Figure 1. Clock distribution.
Drawn at 8 px/um.
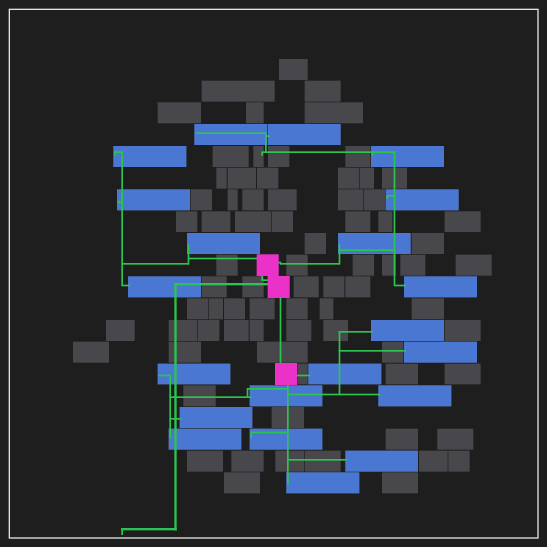
Figure 2. Routed metal per tile.
Drawn at 6 px/um. The die is cut into 13 by 13 equal tiles; white is low, dark blue is high, scaled to the fullest tile. Values are wire area over tile area, all layers added.
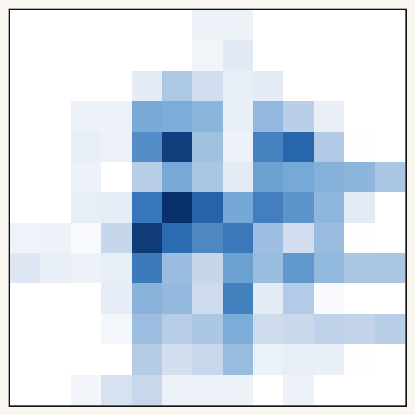
Figure 3. Selected gate families.
Drawn at 6 px/um.
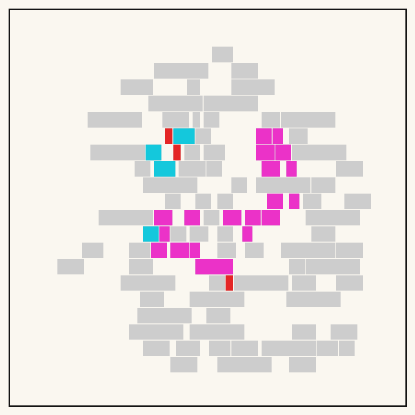
Figure 4. I/O nets highlighted.
Drawn at 8 px/um.
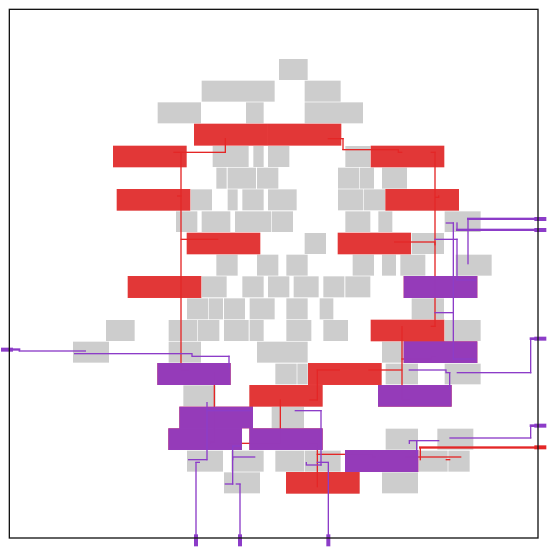
[src/rtl/serial_byte_assembler.sv]
// serial_byte_assembler
// Collects framed serial bits into WIDTH-bit words for an enable-loaded register.
// data_out is written only when a full word is complete, and load pulses for one
// cycle at the same time. A frame that drops mid-word discards the partial word
// and pulses abort instead.
module serial_byte_assembler #(
    parameter int WIDTH     = 8,
    parameter bit MSB_FIRST = 1'b1
) (
    input  logic             clk,
    input  logic             rst,
    input  logic             frame,
    input  logic             bit_valid,
    input  logic             bit_in,
    output logic [WIDTH-1:0] data_out,
    output logic             load,
    output logic             abort,
    output logic             busy
);

    localparam int CW = (WIDTH > 1) ? $clog2(WIDTH) : 1;
    localparam logic [CW-1:0] LAST = CW'(WIDTH - 1);

    typedef enum logic {
        IDLE  = 1'b0,
        SHIFT = 1'b1
    } state_t;

    state_t           state;
    state_t           state_nxt;
    logic [CW-1:0]    count;
    logic [CW-1:0]    count_nxt;
    logic [WIDTH-1:0] shreg;
    logic [WIDTH-1:0] shreg_nxt;
    logic [WIDTH-1:0] word;
    logic [WIDTH-1:0] data_nxt;
    logic             load_nxt;
    logic             abort_nxt;
    logic             accept;

    // Shift register contents after taking bit_in in the configured bit order.
    always_comb begin
        if (MSB_FIRST) begin
            word = {shreg[WIDTH-2:0], bit_in};
        end else begin
            word = {bit_in, shreg[WIDTH-1:1]};
        end
    end

    // Next state, bit acceptance, word completion and abort detection.
    always_comb begin
        state_nxt = state;
        count_nxt = count;
        shreg_nxt = shreg;
        data_nxt  = data_out;
        load_nxt  = 1'b0;
        abort_nxt = 1'b0;
        accept    = 1'b0;

        case (state)
            IDLE: begin
                if (frame) begin
                    state_nxt = SHIFT;
                    accept    = bit_valid;
                end
            end
            SHIFT: begin
                if (!frame) begin
                    state_nxt = IDLE;
                    abort_nxt = (count != '0);
                    count_nxt = '0;
                    shreg_nxt = '0;
                end else begin
                    accept = bit_valid;
                end
            end
            default: begin
                state_nxt = IDLE;
                count_nxt = '0;
                shreg_nxt = '0;
            end
        endcase

        if (accept) begin
            if (count == LAST) begin
                data_nxt  = word;
                load_nxt  = 1'b1;
                count_nxt = '0;
                shreg_nxt = '0;
            end else begin
                count_nxt = count + CW'(1);
                shreg_nxt = word;
            end
        end
    end

    // State and output registers; reset clears any partial word and the output word.
    always_ff @(posedge clk or negedge rst) begin
        if (!rst) begin
            state    <= IDLE;
            count    <= '0;
            shreg    <= '0;
            data_out <= '0;
            load     <= 1'b0;
            abort    <= 1'b0;
        end else begin
            state    <= state_nxt;
            count    <= count_nxt;
            shreg    <= shreg_nxt;
            data_out <= data_nxt;
            load     <= load_nxt;
            abort    <= abort_nxt;
        end
    end

    assign busy = (state == SHIFT);

endmodule

[config.mk]
export PLATFORM = sky130hd
export DESIGN_NAME = serial_byte_assembler
export DESIGN_NICKNAME = d
export VERILOG_FILES = /design/src/rtl/serial_byte_assembler.sv
export SDC_FILE = /design/constraint.sdc
export NUM_CORES = 1
export LEC_CHECK = 0
export CAP_MARGIN = 20
export CORE_MARGIN = 4
export CORE_UTILIZATION = 29
export CTS_CLUSTER_SIZE = 8
export DETAILED_ROUTE_END_ITERATION = 16
export SKIP_CTS_REPAIR_TIMING = 1
export SLEW_MARGIN = 20
export SYNTH_ARGS = -nofsm -noshare
export SYNTH_HDL_FRONTEND = slang
export SYNTH_SLANG_ARGS = --single-unit
export TNS_END_PERCENT = 10
[constraint.sdc]
create_clock -name clk -period 1.6 [get_ports clk]
set_clock_uncertainty 0.2 [all_clocks]
set_input_delay 0.32 -clock clk [delete_from_list [all_inputs] [get_ports clk]]
set_output_delay 0.32 -clock clk [all_outputs]
set_load 0.01 [all_outputs]
==> run notes <==
flow finished, numbers: grt met2 use=16.0%, clock buffers=4, CP max FO=9, Post-synth ARST share=100%, Final Core Density=42.2%, met3 global-route usage=1.19%, CTS tree=yes, Sequential Power Share=60.2%, beginning of the critical path=count[1], CTS Buf Count=3, Overflow after GRT=0, M1 wire length=~780 um, Detailed Route Iter0 Violations=18, CP Data Required Time=roughly 1600 ps, number of enable flip-flop cells=0, Rows=20, CTS clk-pin slew, worst paths=110 ps, Post-synth seq share=a little over half, hold_ws=154 ps, CP Capture Type=register, reg2reg end=data_out[2], Finish-stage setup viols=0, crit share post-route=between 90% and 100%, DR WL/cell=12.3 um, Floorplan Utilization=31.1%, Max Fclk=635 MHz, run status=completed, GRT Total Usage=9.28%, Primary FF master, synth=dfrtp_1, yosys simple share=23.3%, Max VDD drop=0.236 mV
Notes on Figure 1 above:
legend:
  clock wires:
    colour: green
    length: 257 um
  flip-flops:
    colour: blue
    count: 21
  cells driving clock nets:
    colour: magenta
    count: 3
routed clock nets: 4

Notes on Figure 2 above:
nearly empty tiles: 39%
densest ninth of the die: centre
mean over tiles: 0.064

Notes on Figure 3 above:
legend:
  NAND gates:
    colour: magenta
    cells: 19
  AND-OR and OR-AND gates:
    colour: cyan
    cells: 4
  inverters:
    colour: red
    cells: 3

Notes on Figure 4 above:
legend:
  rst:
    colour: red
    direction: input
    end_cells: 21
    buffers: 2
    wire: 165 um
  data_out:
    colour: purple
    direction: output
    end_cells: 8
    buffers: 8
    wire: 190 um

No activity file was given, so power comes from the tool's default toggle rates.
